**src/rtl/cache_refill_controller_pkg.sv**
```systemverilog
// Shared widths, derived field sizes and FSM encoding for the cache refill controller.
package cache_refill_controller_pkg;

    localparam int ADDR_WIDTH   = 32;
    localparam int TAG_WIDTH    = 24;
    localparam int OFFSET_WIDTH = 4;
    localparam int LINE_WIDTH   = 128;
    localparam int NUM_WAYS     = 4;

    localparam int WAY_BITS  = $clog2(NUM_WAYS);
    localparam int IDX_WIDTH = ADDR_WIDTH - TAG_WIDTH - OFFSET_WIDTH;

    // Clears the byte-offset bits so memory always sees a line-aligned address.
    localparam logic [ADDR_WIDTH-1:0] LINE_MASK = ~ADDR_WIDTH'((1 << OFFSET_WIDTH) - 1);

    typedef enum logic [1:0] {
        IDLE     = 2'd0,
        LOOKUP   = 2'd1,
        MEM_WAIT = 2'd2,
        FILL     = 2'd3
    } state_t;

endpackage

```
**src/rtl/cache_refill_controller_victim_selector.sv**
```systemverilog
// Victim way choice: lowest invalid way first, otherwise a round-robin pointer that
// only moves when a pointer-chosen victim is actually filled.
module cache_refill_controller_victim_selector
    import cache_refill_controller_pkg::*;
(
    input  logic                clk,
    input  logic                reset,
    input  logic [NUM_WAYS-1:0] valid_vec,
    input  logic                advance,
    output logic [WAY_BITS-1:0] victim_way
);

    logic [WAY_BITS-1:0] rr_ptr;
    logic                invalid_found;

    always_ff @(posedge clk) begin
        if (reset) begin
            rr_ptr <= '0;
        end else if (advance) begin
            rr_ptr <= (rr_ptr == WAY_BITS'(NUM_WAYS - 1)) ? '0 : rr_ptr + WAY_BITS'(1);
        end
    end

    always_comb begin
        victim_way    = rr_ptr;
        invalid_found = 1'b0;
        for (int i = 0; i < NUM_WAYS; i++) begin
            if (!invalid_found && !valid_vec[i]) begin
                victim_way    = WAY_BITS'(i);
                invalid_found = 1'b1;
            end
        end
    end

endmodule

```
**src/rtl/cache_refill_controller.sv**
```systemverilog
// Lookup/refill sequencer: one access at a time, hit returns the way, miss fetches,
// fills a victim and re-looks-up. Optional statistics under macro CACHE_STATS_EN.
module cache_refill_controller
    import cache_refill_controller_pkg::*;
(
    input  logic                  clk,
    input  logic                  reset,
    input  logic                  req_valid,
    input  logic [ADDR_WIDTH-1:0] req_addr,
    output logic                  req_ready,
    output logic [TAG_WIDTH-1:0]  lookup_tag,
    output logic [IDX_WIDTH-1:0]  lookup_index,
    input  logic [NUM_WAYS-1:0]   hit_vec,
    input  logic [NUM_WAYS-1:0]   valid_vec,
    output logic                  resp_valid,
    output logic [WAY_BITS-1:0]   resp_way,
    output logic                  mem_req,
    output logic [ADDR_WIDTH-1:0] mem_addr,
    input  logic                  mem_data_valid,
    input  logic [LINE_WIDTH-1:0] mem_data,
    output logic                  fill_en,
    output logic [WAY_BITS-1:0]   fill_way,
    output logic [LINE_WIDTH-1:0] fill_data,
    output logic [31:0]           hit_count,
    output logic [31:0]           miss_count
);

    state_t                state;
    state_t                state_next;
    logic                  lookup_hit;
    logic [WAY_BITS-1:0]   hit_way;
    logic                  hit_found;
    logic [WAY_BITS-1:0]   victim_way;
    logic [WAY_BITS-1:0]   victim_q;
    logic                  victim_from_ptr;
    logic                  advance;
    logic [ADDR_WIDTH-1:0] line_addr;

    assign lookup_hit = |hit_vec;
    assign line_addr  = req_addr & LINE_MASK;

    always_comb begin
        hit_way   = '0;
        hit_found = 1'b0;
        for (int i = 0; i < NUM_WAYS; i++) begin
            if (!hit_found && hit_vec[i]) begin
                hit_way   = WAY_BITS'(i);
                hit_found = 1'b1;
            end
        end
    end

    always_ff @(posedge clk) begin
        if (reset) begin
            state <= IDLE;
        end else begin
            state <= state_next;
        end
    end

    always_comb begin
        state_next = state;
        req_ready  = 1'b0;
        mem_req    = 1'b0;
        fill_en    = 1'b0;
        case (state)
            IDLE: begin
                req_ready = 1'b1;
                if (req_valid) begin
                    state_next = LOOKUP;
                end
            end
            LOOKUP: begin
                state_next = lookup_hit ? IDLE : MEM_WAIT;
            end
            MEM_WAIT: begin
                mem_req = 1'b1;
                if (mem_data_valid) begin
                    state_next = FILL;
                end
            end
            FILL: begin
                fill_en    = 1'b1;
                state_next = LOOKUP;
            end
            default: state_next = IDLE;
        endcase
    end

    // Response is registered, so it appears the cycle after LOOKUP, with the FSM already idle.
    always_ff @(posedge clk) begin
        if (reset) begin
            lookup_tag      <= '0;
            lookup_index    <= '0;
            mem_addr        <= '0;
            resp_valid      <= 1'b0;
            resp_way        <= '0;
            victim_q        <= '0;
            victim_from_ptr <= 1'b0;
            fill_data       <= '0;
        end else begin
            resp_valid <= 1'b0;
            case (state)
                IDLE: begin
                    if (req_valid) begin
                        lookup_tag   <= req_addr[ADDR_WIDTH-1 -: TAG_WIDTH];
                        lookup_index <= req_addr[OFFSET_WIDTH +: IDX_WIDTH];
                        mem_addr     <= line_addr;
                    end
                end
                LOOKUP: begin
                    if (lookup_hit) begin
                        resp_valid <= 1'b1;
                        resp_way   <= hit_way;
                    end else begin
                        victim_q        <= victim_way;
                        victim_from_ptr <= &valid_vec;
                    end
                end
                MEM_WAIT: begin
                    if (mem_data_valid) begin
                        fill_data <= mem_data;
                    end
                end
                default: ;
            endcase
        end
    end

    assign fill_way = victim_q;
    assign advance  = (state == FILL) && victim_from_ptr;

    cache_refill_controller_victim_selector victim_selector (
        .clk        (clk),
        .reset      (reset),
        .valid_vec  (valid_vec),
        .advance    (advance),
        .victim_way (victim_way)
    );

`ifdef CACHE_STATS_EN
    logic        first_lookup;
    logic [31:0] hit_cnt_q;
    logic [31:0] miss_cnt_q;

    // Only the first lookup of an access counts; the post-fill re-lookup is excluded.
    always_ff @(posedge clk) begin
        if (reset) begin
            first_lookup <= 1'b0;
            hit_cnt_q    <= '0;
            miss_cnt_q   <= '0;
        end else begin
            if (state == IDLE && req_valid) begin
                first_lookup <= 1'b1;
            end else if (state == LOOKUP) begin
                first_lookup <= 1'b0;
            end
            if (state == LOOKUP && first_lookup) begin
                if (lookup_hit) begin
                    if (hit_cnt_q != 32'hFFFF_FFFF) begin
                        hit_cnt_q <= hit_cnt_q + 32'd1;
                    end
                end else if (miss_cnt_q != 32'hFFFF_FFFF) begin
                    miss_cnt_q <= miss_cnt_q + 32'd1;
                end
            end
        end
    end

    assign hit_count  = hit_cnt_q;
    assign miss_count = miss_cnt_q;
`else
    assign hit_count  = '0;
    assign miss_count = '0;
`endif

endmodule
```
**config.mk**
```make
export PLATFORM = sky130hd
export DESIGN_NAME = cache_refill_controller
export DESIGN_NICKNAME = d
export VERILOG_FILES = /design/src/rtl/cache_refill_controller_pkg.sv /design/src/rtl/cache_refill_controller_victim_selector.sv /design/src/rtl/cache_refill_controller.sv
export SDC_FILE = /design/constraint.sdc
export NUM_CORES = 1
export LEC_CHECK = 0
export ABC_CLOCK_PERIOD_IN_PS = 1550
export CAP_MARGIN = 20
export CORE_AREA = 2 2 169 171
export CTS_CLUSTER_DIAMETER = 60
export DETAILED_ROUTE_END_ITERATION = 8
export DIE_AREA = 0 0 171 173
export PLACE_DENSITY = 0.63
export SYNTH_ARGS = -nofsm -noshare
export SYNTH_HDL_FRONTEND = slang
export SYNTH_SLANG_ARGS = --single-unit
export TNS_END_PERCENT = 1
```
**constraint.sdc**
```tcl
create_clock -name clk -period 1.55 [get_ports clk]
set_input_delay 0.31 -clock clk [delete_from_list [all_inputs] [get_ports clk]]
set_output_delay 0.31 -clock clk [all_outputs]
set_load 0.01 [all_outputs]
```
==> run_1/congestion_map.png <==
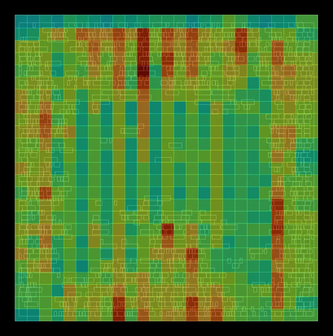
grt met3 use: 5.10%
gr busiest metal: met2
GR Layer Usage met1: 16.4%

==> run_1/gates.png <==
Scale: 1.5 px per um.
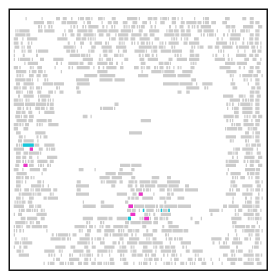
Cyan is nor cells, cells 5, most used nor2_1, where south. Magenta is non-inverting ao/oa cells, cells 6, most used a211o_2.

==> run_1/m1.png <==
Scale: 1.5 px per um.
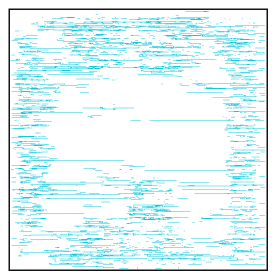
1136 nets have wire on it. The layer holds 41% of the routed length. The layer carries 9240 um of wire.
via count: 6363
final WL: 22500 um

[run 1: cell families after synthesis]
kind of cell,count (synthesis),share of synthesized area [%]
compound gates,174,13.9
fa+ha+maj,5,0.948
buf+inv,157,14.7
flops,166,50.4
mux,1,0.152
other cells,1,0.0568
simple gates,334,19.8
[run 1: area by class of cell]
| class | instances | area, sq um |
|---|---|---|
| tap | 378 | 473 |
| fill | 2937 | 16800 |
| sequential | 166 | 3330 |
| inverter | 8 | 30.0 |
| clock inverter | 12 | 144 |
| timing repair buffer | 387 | 3790 |
| multi-input combinational | 582 | 2590 |
| clock buffer | 19 | 443 |
==> flow_summary.yaml, run 1 <==
# synthesis and place-and-route metrics
cells_and_area:
  regMostFlops: "fill_data"
  fin_area_sq_mm: 0.0108
  drive_gt1_share_pct: 7.24
  largest_reg_flops: 128
  antennaDiodeCount: 0
  fin_util_pct: 39.1
  top_regs: "fill_data x128, lookup_tag x24, lookup_index x3"
  nets: 1339
  stdcell_count: 1552
  layout_top_cells: "316 x nand2_1, 189 x dlygate4sd2_1, 166 x clkdlybuf4s50_1"
  lay_top_count: "nand2_1"
  area_growth_pct: 63.8
synth:
  syn_avg_cell_area_sq_um: 7.87
  top_cell: "nand2_1"
  synth_warnings: 0
  async_flop_share_pct: 0
  ys_seq_share_pct: 50.4
  netlist_area_sq_mm: 0.00660
  yosysCellCount: 838
  edf_count: 0
  ff_type: "dfxtp_1"
  top_area_cell: "dfxtp_1"
  yosys_area_sq_mm: 0.00660
  synthTopCellsByArea: "dfxtp_1 50%, nand2_1 18%, a21oi_1 12%"
  ys.flops: 166
  netlist.area_leader.share_pct: 50.4
  common_cells: "318 x nand2_1, 166 x dfxtp_1, 158 x a21oi_1, 96 x buf_4, 28 x clkbuf_1"
  synthDistinctLibCells: 31
final_timing:
  fin_setup_tns_ns: 0
  slew_violations: 0
  period_used_pct: 97.0
  rsz0062_at_grt: "yes"
  setup_viol: 0
  setup_ws_ns: 0.0465
  finalHoldViolations: 0
  min_period_ns: 1.50
  whs_ns: 0.190
  clock-skew-final_ns: 0.0154
hold_path:
  hold_start: "reset"
  worstHoldEndpoint: "fill_data[75]$_SDFFE_PP0P_"
  hold_path.class: "primary input to register"
  min_path_cells: 2
power_and_ir_drop:
  pg_seq_uw: 4370
  power_frac_seq_pct: 45.0
  p_leak_uw: 0.00475
  power.switching_uw: 2380
  vdd_drop_max_v: 0.000738
  p_total_uw: 9720
  p_sw_share_pct: 24.5
  p_per_area_mw_per_mm2: 900
  comb-power_uw: 1010
  internal_power_uw: 7340
  power_leader: "sequential cells"
  power_frac_clock_pct: 44.6
  powerClk_uw: 4340
  p_comb_share_pct: 10.4
grt:
  track_usage_pct: 14.1
  grt_pass1_vias: 5812
  grt_use_met2_pct: 24.7
  antenna_found_initial: 2
  grt_pass1_wl_um: 32600
  grt_max_degree: 60
  overflow: 0
die:
  ios: 432
  std_cell_rows: 61
  core_area_sq_mm: 0.0276
  die_x_um: 171
  chipArea_sq_mm: 0.0296
  die-height_um: 173
  fp_util_pct: 23.9
drt:
  drcViolationCount: 0
  drt-vias-per-instance: 4.10
  top_layer_used: "met5"
  wl_met1_um: 9240
  drtIter0Drc: 285
  dr.pass1.iters: 4
  wl_met2_um: 11100
  routedWlPerCell_um: 14.5
  met3_length_um: 1910
  antenna_left: 0
critical_path:
  cp_top_family: "buffers and inverters"
  cp_max_fo: 21
  crit_start: "state[0]$_SDFFE_PP0P_"
  slowest_stage: "dfxtp_2"
  r2r_end: "fill_data[82]$_SDFFE_PP0P_"
  reg2reg_slack_ns: 0.05
  cp_data_arrival_time_ns: 1.85
  cp_cell_sequence: "inv_1, ha_2, buf_6, and2_4, buf_12, clkbuf_16, nand2_1, a21oi_1"
  worst-path-stages: 8
  critPathMaxStageDelay_ns: 0.33
  r2r_cells: 8
  cp-start-kind: "register"
  crit_required_ns: 1.89
  worst_setup_path_end_kind: "register"
  r2r-start: "state[0]$_SDFFE_PP0P_"
  crit_buf_inv: 4
  crit_end: "fill_data[82]$_SDFFE_PP0P_"
  crit_type: "register to register"
cts:
  root_buffer: "clkbuf_16"
  hold_buffers: 0
  htreeDepth: 4
  cts_tree: "built"
  cts_post_setup_buffers_inserted: 0
  worstSkewPairLatency_ns: 0.42
  cts_sinks: 166
  path_clk_slew_ns: 0.06
  clk_path_buf_depth: 2
  cts_resized: 208
  numCtsBuffers: 17
placement:
  post-place-ws_ns: -0.307
  dpl.cell_count: 1514
  dp_hpwl_um: 15800
  placed_cell_area_sq_mm: 0.0103
flow_run:
  warning_count: 34
  drv_cap: 0
outcome:
  status: "completed"
==> inputs of run 2 (changes only) <==
Settings changed: CORE_AREA 2 2 169 171 to 5 5 164 166, DIE_AREA 0 0 171 173 to 0 0 169 171, PLACE_DENSITY 0.63 to 0.68, SYNTH_HIERARCHICAL from default to 1.
==> run_2/ff_map.png <==
Scale: 3 px per um.
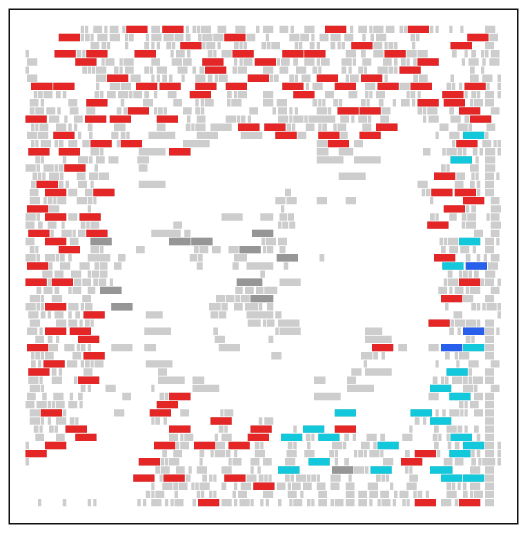
Red is fill_data, flops 128, where all over the die. Blue is lookup_index, flops 3. Cyan is lookup_tag, flops 24, where south-east.
Seq group: 4360 uW
Reg area: 0.00333 sq mm
flop share of the area: 31.1%
Final Core Density: 42.0%

==> run_2/closeup.png <==
Region (114, 116) to (139, 141) um. Cells in gray, sequential cells in the stronger gray; small squares are vias.
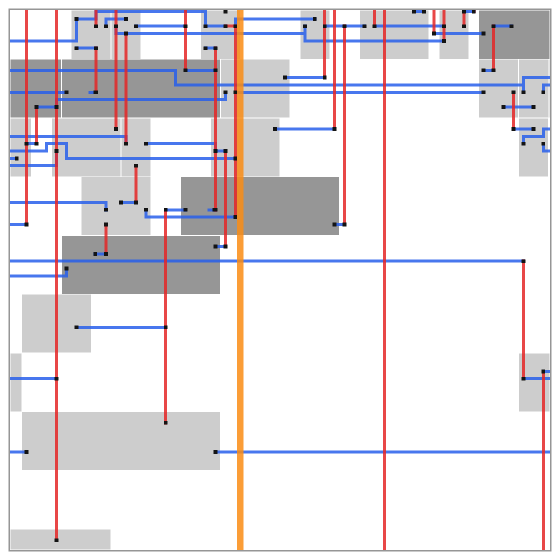
Blue is M1. Orange is M4. Red is M2.
Most frequent: nand2_1 (7), dlygate4sd2_1 (4). Sequential cells in the window: 3. Netlist names of flops here include fill_data (3). 21 logic cells have their middle in the window.

==> run 2 against run 1 <==
Cell count shrank 2.6%; hold slack improved by 0.11 ns; critical path depth down 5; sequential share of layout area rose by 0.31 points; flip-flop count is the same; area after synthesis up 2.0%; sequential power barely moved; critical endpoint is now req_ready; highest routed layer is now met4.
==> flow_summary.yaml, run 2 <==
# synthesis and place-and-route metrics
outcome:
  status: "completed"
final_timing:
  min_period_ns: 1.51
  fin_setup_tns_ns: 0
  finalHoldViolations: 0
  clock-skew-final_ns: 0.0107
  period_used_pct: 97.3
  whs_ns: 0.297
  rsz0062_at_grt: "yes"
  setup_ws_ns: 0.0425
  setup_viol: 0
  max_clock_freq_mhz: 663
  slew_violations: 0
critical_path:
  crit_type: "register to output pin"
  cp-start-kind: "register"
  r2r-start: "state[0]$_SDFFE_PP0P_"
  crit_start: "state[1]$_SDFFE_PP0P_"
  cp_cell_sequence: "inv_1, ha_1, buf_2"
  r2r_end: "fill_data[27]$_SDFFE_PP0P_"
  slowest_stage: "dfxtp_4"
  cp_max_fo: 3
  critPathMaxStageDelay_ns: 0.37
  worst-path-stages: 3
  r2r_cells: 7
  cp_data_arrival_time_ns: 1.20
  worst_setup_path_end_kind: "output pin"
  crit_required_ns: 1.24
  reg2reg_slack_ns: 0.12
  cp_top_family: "flip-flops"
  crit_buf_inv: 2
  crit_end: "req_ready"
placement:
  placed_cell_area_sq_mm: 0.0103
  portBuffers: 359
  place_congestion: 0.779
  dp_hpwl_um: 16700
  post-place-ws_ns: -0.104
  dpl.cell_count: 1477
power_and_ir_drop:
  p_comb_share_pct: 10.5
  p_per_area_mw_per_mm2: 903
  power_leader: "sequential cells"
  p_leak_uw: 0.00473
  comb-power_uw: 1010
  power_frac_seq_pct: 45.2
  powerClk_uw: 4270
  p_sw_share_pct: 26.3
  power.switching_uw: 2540
  power_frac_clock_pct: 44.3
  internal_power_uw: 7110
  p_total_uw: 9650
  vdd_drop_max_v: 0.000522
cells_and_area:
  clk_share_pct: 5.54
  nClkBuffers: 18
  regMostFlops: "fill_data"
  comb_share_pct: 24.7
  inverters: 7
  seq_cells: 166
  largest_reg_flops: 128
  mi_logic_area_sq_mm: 0.00264
  nets: 1338
  area_growth_pct: 58.9
  drive_gt1_share_pct: 7.24
  lay_top_count: "nand2_1"
  fin_area_sq_mm: 0.0107
  antennaDiodeCount: 3
  final-nonclk-buf-share_pct: 34.4
  comb_cells: 584
  fillCellCount: 2601
  layout_top_cells: "314 x nand2_1, 188 x dlygate4sd2_1, 166 x clkdlybuf4s50_1"
  stdcell_count: 1512
  top_regs: "fill_data x128, lookup_tag x24, lookup_index x3"
  dominant-cell-class: "buffers"
  signal_buffers: 385
synth:
  yosys_area_sq_mm: 0.00673
  mux_area_share_pct: 0.149
  synth_cells: 839
  adder_share_pct: 0.930
  top_cell: "nand2_1"
  ff_type: "dfxtp_1"
  synth_warnings: 6
  xor_share_pct: 0
  top_logic_kind: "simple AND/OR/NAND/NOR gates"
  simple_gate_area_share_pct: 20.1
  edf_count: 0
  yosys.area_share.aoi_pct: 13.3
  async_flop_share_pct: 0
  top_area_cell: "dfxtp_1"
  common_cells: "315 x nand2_1, 166 x dfxtp_1, 158 x a21oi_1, 101 x buf_4, 24 x buf_2"
  syn_avg_cell_area_sq_um: 8.02
  netlist_area_sq_mm: 0.00673
  synthDistinctLibCells: 37
  ys.flops: 166
  yosysCellCount: 839
  netlist.area_leader.share_pct: 49.4
  synthTopCellsByArea: "dfxtp_1 49%, nand2_1 18%, a21oi_1 12%"
  ys_seq_share_pct: 49.4
grt:
  antenna_found_initial: 3
  grt_pass1_wl_um: 32700
  overflow: 0
  grt_max_degree: 52
  grt_pass1_vias: 5960
  track_usage_pct: 14.3
cts:
  root_buffer: "clkbuf_16"
  numCtsBuffers: 17
  htreeDepth: 4
  clk_path_buf_depth: 2
  cts_sinks: 166
  path_clk_slew_ns: 0.07
  cts_tree: "built"
  worstSkewPairLatency_ns: 0.42
hold_path:
  min_path_cells: 2
  hold_start: "reset"
  worstHoldEndpoint: "victim_selector/rr_ptr[1]$_SDFFE_PP0P_"
  hold_path.class: "primary input to register"
die:
  die_x_um: 169
  taps: 335
  core_area_sq_mm: 0.0255
  die-height_um: 171
  fp_util_pct: 26.4
  chipArea_sq_mm: 0.0289
  std_cell_rows: 59
  ios: 432
drt:
  dr.pass1.iters: 6
  drcViolationCount: 0
  drt-vias-per-instance: 4.21
  drtIter0Drc: 313
  wl_um: 22600
  route.vias.total: 6368
  routedWlPerCell_um: 15.0
  antenna_left: 0
flow_run:
  warning_count: 35
  drv_cap: 0
==> run 2: repair_timing <==
item,in CTS,in global routing
setup buffers,0,0
cloned,0,0
hold buffers,0,0
gates resized,202,19
pin swaps,0,1
endpoints found under the setup margin,194,127
==> run 2: worst register-to-register path, stage by stage, from the launching register on <==
cell,delay (ns)
dfxtp_2,0.34
inv_2,0.07
ha_4,0.12
buf_4,0.12
and2_4,0.25
buf_12,0.23
nand2_1,0.11
a21oi_2,0.13
==> run 2: per-layer routing <==
layer	vias up	global-route usage (%)	wire (um)
li1	3167	-	-
met1	2942	16.4	9000
met2	238	24.2	11200
met3	21	6.03	2120
met4	0	4.94	308
met5	-	0	0
Power figures rest on the tool's default switching activity, not on a simulated workload.
